`src/rtl/alu_pkg.sv`:
```
// Shared encodings, FSM states and default settle latencies for the ALU driver.
// Optional divide-by-zero trap is selected by ALU_DRV_DIVZERO_TRAP_EN.
package alu_pkg;

  typedef enum logic [2:0] {
    ALU_NOP = 3'b000,
    ALU_ADD = 3'b001,
    ALU_SUB = 3'b010,
    ALU_MUL = 3'b011,
    ALU_DIV = 3'b100,
    ALU_AND = 3'b101,
    ALU_OR  = 3'b110,
    ALU_ILL = 3'b111
  } alu_sel_t;

  typedef enum logic [1:0] {
    S_IDLE,
    S_EXEC,
    S_RESP
  } state_t;

  localparam int DEF_ADD_LAT = 1;
  localparam int DEF_MUL_LAT = 4;
  localparam int DEF_DIV_LAT = 16;

  function automatic int max3(input int a, input int b, input int c);
    int m;
    m = (a > b) ? a : b;
    return (m > c) ? m : c;
  endfunction

endpackage

```
`src/rtl/alu_drv_lat.sv`:
```
// Maps an ALU select code to its settle-cycle count; 0 marks an illegal op.
// Part of alu_driver (see ALU_DRV_DIVZERO_TRAP_EN in the top).
module alu_drv_lat
  import alu_pkg::*;
#(
  parameter int ADD_LAT = DEF_ADD_LAT,
  parameter int MUL_LAT = DEF_MUL_LAT,
  parameter int DIV_LAT = DEF_DIV_LAT,
  parameter int CNT_W   = 5
) (
  input  logic [2:0]       sel,
  output logic [CNT_W-1:0] lat
);

  logic is_fast;

  always_comb begin
    is_fast = (sel == ALU_ADD) || (sel == ALU_SUB) ||
              (sel == ALU_AND) || (sel == ALU_OR);
    lat = '0;
    unique case (1'b1)
      is_fast:          lat = CNT_W'(ADD_LAT);
      (sel == ALU_MUL): lat = CNT_W'(MUL_LAT);
      (sel == ALU_DIV): lat = CNT_W'(DIV_LAT);
      default:          lat = '0;
    endcase
  end

endmodule

```
`src/rtl/alu_driver.sv`:
```
// Sequential initiator for the 64-bit combinational ALU with req/rsp handshakes.
// Define ALU_DRV_DIVZERO_TRAP_EN to answer divide-by-zero with an error response.
module alu_driver
  import alu_pkg::*;
#(
  parameter int WIDTH   = 64,
  parameter int TAG_W   = 5,
  parameter int ADD_LAT = DEF_ADD_LAT,
  parameter int MUL_LAT = DEF_MUL_LAT,
  parameter int DIV_LAT = DEF_DIV_LAT
) (
  input  logic             clk,
  input  logic             rst,
  input  logic             req_valid,
  output logic             req_ready,
  input  logic [2:0]       req_sel,
  input  logic [WIDTH-1:0] req_a,
  input  logic [WIDTH-1:0] req_b,
  input  logic [TAG_W-1:0] req_tag,
  output logic [WIDTH-1:0] alu_a,
  output logic [WIDTH-1:0] alu_b,
  output logic [2:0]       alu_sel,
  input  logic [WIDTH-1:0] alu_result,
  input  logic             alu_o_f,
  output logic             rsp_valid,
  input  logic             rsp_ready,
  output logic [WIDTH-1:0] rsp_result,
  output logic [TAG_W-1:0] rsp_tag,
  output logic             rsp_z_f,
  output logic             rsp_o_f,
  output logic             rsp_err
);

  localparam int MAX_LAT = max3(ADD_LAT, MUL_LAT, DIV_LAT);
  localparam int CNT_W   = $clog2(MAX_LAT + 1);

  state_t           state, state_nxt;
  logic [CNT_W-1:0] cnt;
  logic [CNT_W-1:0] lat;
  logic             acc;
  logic             legal;
  logic             trap;
  logic             start;
  logic             last;

  alu_drv_lat #(
    .ADD_LAT(ADD_LAT),
    .MUL_LAT(MUL_LAT),
    .DIV_LAT(DIV_LAT),
    .CNT_W  (CNT_W)
  ) u_lat (
    .sel(req_sel),
    .lat(lat)
  );

  always_comb begin
    acc   = req_valid && (state == S_IDLE);
    legal = (lat != '0);
`ifdef ALU_DRV_DIVZERO_TRAP_EN
    trap  = (req_sel == ALU_DIV) && (req_b == '0);
`else
    trap  = 1'b0;
`endif
    start = acc && legal && !trap;
    last  = (state == S_EXEC) && (cnt == CNT_W'(1));
  end

  always_ff @(posedge clk or posedge rst) begin
    if (rst) state <= S_IDLE;
    else     state <= state_nxt;
  end

  always_comb begin
    state_nxt = state;
    req_ready = 1'b0;
    rsp_valid = 1'b0;
    unique case (state)
      S_IDLE: begin
        req_ready = 1'b1;
        if (req_valid) state_nxt = start ? S_EXEC : S_RESP;
      end
      S_EXEC: if (last) state_nxt = S_RESP;
      S_RESP: begin
        rsp_valid = 1'b1;
        if (rsp_ready) state_nxt = S_IDLE;
      end
      default: state_nxt = S_IDLE;
    endcase
  end

  // Illegal and trapped ops never reach the ALU; they answer with a fixed error.
  always_ff @(posedge clk or posedge rst) begin
    if (rst) begin
      alu_a      <= '0;
      alu_b      <= '0;
      alu_sel    <= ALU_NOP;
      cnt        <= '0;
      rsp_result <= '0;
      rsp_tag    <= '0;
      rsp_z_f    <= 1'b0;
      rsp_o_f    <= 1'b0;
      rsp_err    <= 1'b0;
    end else if (acc) begin
      rsp_tag <= req_tag;
      if (start) begin
        alu_a   <= req_a;
        alu_b   <= req_b;
        alu_sel <= req_sel;
        cnt     <= lat;
      end else begin
        rsp_result <= '0;
        rsp_z_f    <= 1'b1;
        rsp_o_f    <= 1'b0;
        rsp_err    <= 1'b1;
      end
    end else if (state == S_EXEC) begin
      cnt <= cnt - CNT_W'(1);
      if (last) begin
        rsp_result <= alu_result;
        rsp_z_f    <= ~|alu_result;
        rsp_o_f    <= alu_o_f;
        rsp_err    <= 1'b0;
        alu_sel    <= ALU_NOP;
      end
    end
  end

endmodule

```
`config.mk`:
```
export PLATFORM = sky130hd
export DESIGN_NAME = alu_driver
export DESIGN_NICKNAME = d
export VERILOG_FILES = /design/src/rtl/alu_pkg.sv /design/src/rtl/alu_drv_lat.sv /design/src/rtl/alu_driver.sv
export SDC_FILE = /design/constraint.sdc
export NUM_CORES = 1
export LEC_CHECK = 0
export CORE_AREA = 2 2 159 161
export CTS_BUF_LIST = sky130_fd_sc_hd__clkbuf_4
export DETAILED_ROUTE_END_ITERATION = 6
export DIE_AREA = 0 0 161 163
export GPL_TIMING_DRIVEN = 0
export PLACE_DENSITY_LB_ADDON = 0.1
export SLEW_MARGIN = 20
export SYNTH_ARGS = -nofsm -noshare
export SYNTH_HDL_FRONTEND = slang
export SYNTH_SLANG_ARGS = --single-unit
```
`constraint.sdc`:
```
create_clock -name clk -period 14.64 [get_ports clk]
set_input_delay 2.928 -clock clk [delete_from_list [all_inputs] [get_ports clk]]
set_output_delay 2.928 -clock clk [all_outputs]
set_load 0.02 [all_outputs]
```
==> images/final_congestion.png <==
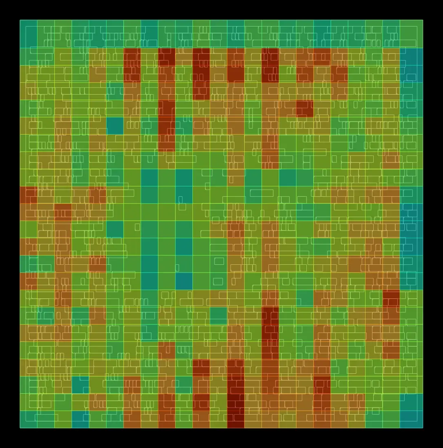
grt met2 use: 34.2%
GR Util met1: 24.4%
fin util: 54.1%
gr usage total: 20.3%

==> images/cell_classes.png <==
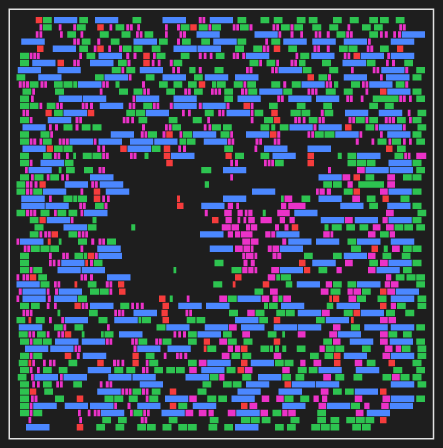
colour	class	cells	share of their area
magenta	all other logic	541	20%
green	other buffers and delay cells	457	34%
blue	flops	210	41%
red	clock drivers and dummy loads	93	5.1%
core area: 0.0247 mm2
Design Area, Final: 0.0133 mm2
Seq/total area: 39.4%
Cell Rows: 58

==> images/clock_map.png <==
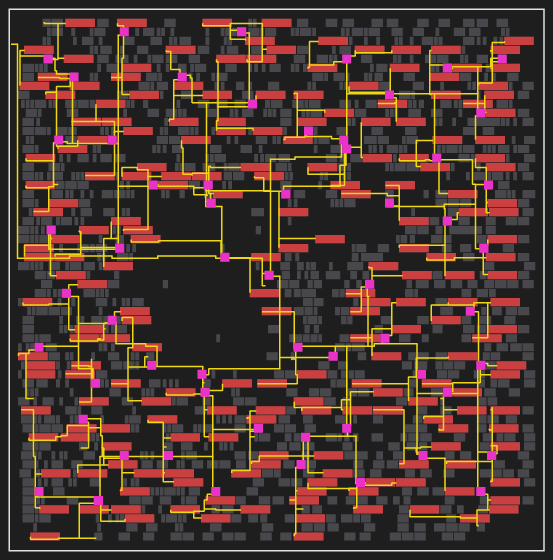
[magenta] cells driving clock nets | count: 58
[red] flip-flops | count: 210
[yellow] clock wires | length: 3300 um
routed clock nets	59

==> out/qor.txt <==
worst-path fanout max -> 6
clock tree root buffer cell -> clkbuf_4
post-cts hold-fix buffer tally -> 0
relative slew slack -> 62.6%
Static Leak -> 6.36 nW
FF-to-FF path depth -> 6
Post-Layout Cell Count -> 1634
Syn Nets -> 1004
synth cell count leaders -> nand2_1 (403), dfrtp_1 (210), a22o_1 (66)
post_cts resized -> 0
Seq/Total Area, Yosys -> 64.8%
DPL Wire Length -> 20000 um
HP Class -> flop to flop
residual DRC count -> 0
sequential power share -> 33.5%
Area Overhead vs Synth -> 64.6%
Yosys cell types -> 37
Hold Path Sink -> alu_b[44]
Clock Power Share -> 16.2%
Critical Path RT -> 11.71 ns
Max Transition Viols Final -> 0
clk buf depth -> 3
WS Path Type -> flop to output pin
Post-Syn Area -> 0.00811 mm2
Post-synth top flop -> dfrtp_1
Post-synth EDFFs -> 0
Tmin final -> 4.89 ns
worst-skew pair later-pin latency -> 0.67 ns
register-to-register path setup slack -> 12.63 ns
Fmax -> 205 MHz
Crit. End Element -> output pin
Startpoint Class -> flop
Clock Pin Slew Worst Setup and Hold Paths -> 0.06 ns
setup repair bufs after CTS -> 0
Vias/cell -> 4.53
Post-synth regs -> 210
Post-Place Cells -> 1538
Combinational Power Share -> 50.3%
Ys Warns -> 0
Worst Hold Path Cells -> 2
Synth Instances -> 797
I/O Pins -> 410
area leader, netlist -> dfrtp_1
share of cells above drive strength 1 -> 9.53%
total congestion overflow -> 0
Num CTS Buffers -> 58
Top cells by area -> dfrtp_1 (65%), nand2_1 (19%), a22o_1 (7.1%)
setup TNS -> 0 ns
worst vdd ir -> 0.120 mV
final setup vio count -> 0
via count -> 7398
WP data arrival -> 1.96 ns
# clock sinks -> 210
Final #Nets -> 1475
cycle use final -> 33.4%
I/O Buffers -> 409
OpenROAD warning count -> 27
post-DR wirelength/cell -> 16.8 um
r2r startpoint -> state[1]
switch share -> 39.5%
internal power -> 0.00184 W
initial antenna violation count -> 1
status -> complete, no violations
clock tree from TritonCTS -> done
DR pass1 iterations -> 4
clock skew -> 0.0406 ns
Die Size -> 0.0262 mm2
final wirelength -> 27400 um
Async S/R FF share, synth -> 100%
max_cap viols -> 0
-- cells in the final DEF, fill, tap and decap left out, drive strengths merged, types with 3 or more instances in the layout --
cell	synthesis	routed
nand4	4	4
clkdlybuf4s50	0	409
clkbuf	14	97
nor2	4	4
inv	6	6
diode	0	3
nand2	403	403
clkinv	0	10
nand3	7	7
o22ai	3	3
buf	32	34
o21ai	3	3
nor4	17	17
a22o	66	66
dfrtp	210	210
-- routing by layer --
metal | routed length, um | vias up | global-route usage [%]
met5 | 0 | - | 0
li1 | - | 3588 | -
met3 | 2200 | 66 | 6.85
met1 | 11100 | 3454 | 24.4
met4 | 791 | 0 | 6.82
met2 | 13300 | 290 | 34.2
-- through the flow --
| stage | setup slack (ns) | power [W] | cell area (um2) | hold slack (ns) |
|---|---|---|---|---|
| 2_1_floorplan | 5.97 | 0.00179 | 8110 | 0.477 |
| 3_3_place_gp | 2.72 | 0.00256 | 12600 | 0.457 |
| 3_5_place_dp | 9.56 | 0.00257 | 12700 | 0.461 |
| 4_1_cts | 9.66 | 0.00309 | 13300 | 0.476 |
| 5_1_grt | 9.62 | 0.00324 | 13300 | 0.491 |
| 6_report | 9.75 | 0.00304 | 13300 | 0.469 |
-- sequential cells by signal, summed over array words and instances, names as in the netlist --
register / cells
rsp_err: 1
rsp_result: 64
rsp_tag: 5
rsp_o_f: 1
alu_a: 64
alu_b: 64
cnt: 5
alu_sel: 3
state: 2
rsp_z_f: 1
-- final cells by class --
cell class | count | area (um2)
diodes | 3 | 7.51
plain buffers | 46 | 282
clock buffers | 83 | 623
clock inverters | 10 | 37.5
fillers | 2274 | 11300
inverters | 6 | 30.0
multi-input cells | 535 | 2550
flip-flops and latches | 210 | 5260
well taps | 330 | 413
repair buffers | 411 | 4150
-- worst max-delay path, cell delays in order (launching register included) --
cell and delay, ns:
dfrtp_1 0.44, nand2b_1 0.19, inv_1 0.07, clkdlybuf4s50_1 0.61
-- power by group through the flow --
stage,combinational (W),sequential (W),clock [W]
final,0.00153,0.00102,0.000494
after global routing,0.00164,0.00105,0.000547
after CTS,0.00155,0.00102,0.000516
after detailed placement,0.00155,0.00102,0
after global placement,0.00154,0.00102,0
after floorplan,0.000434,0.00135,0
-- worst max-delay path by stage --
| stage | to | cells after the start | slack (ns) | from |
|---|---|---|---|---|
| finish | rsp_valid | 3 | 9.75 | state[0] |
| global route | rsp_valid | 3 | 9.62 | state[0] |
| CTS | rsp_valid | 3 | 9.66 | state[0] |
| detailed placement | alu_b[28] | 7 | 9.56 | req_sel[1] |
| global placement | alu_a[25] | 2 | 2.72 | rst |
| floorplan | alu_a[0] | 1 | 5.97 | rst |
-- cell families after synthesis --
family	count (synthesis)	synth area share, %
xor gates and xnor gates	2	0.216
adders and majority gates	2	0.309
and+or+nand+nor	449	22.4
buffers and inverters	52	3.75
AOI/OAI and AO/OA	82	8.52
DFF	210	64.8
Power is estimated from default activity; no workload was simulated.
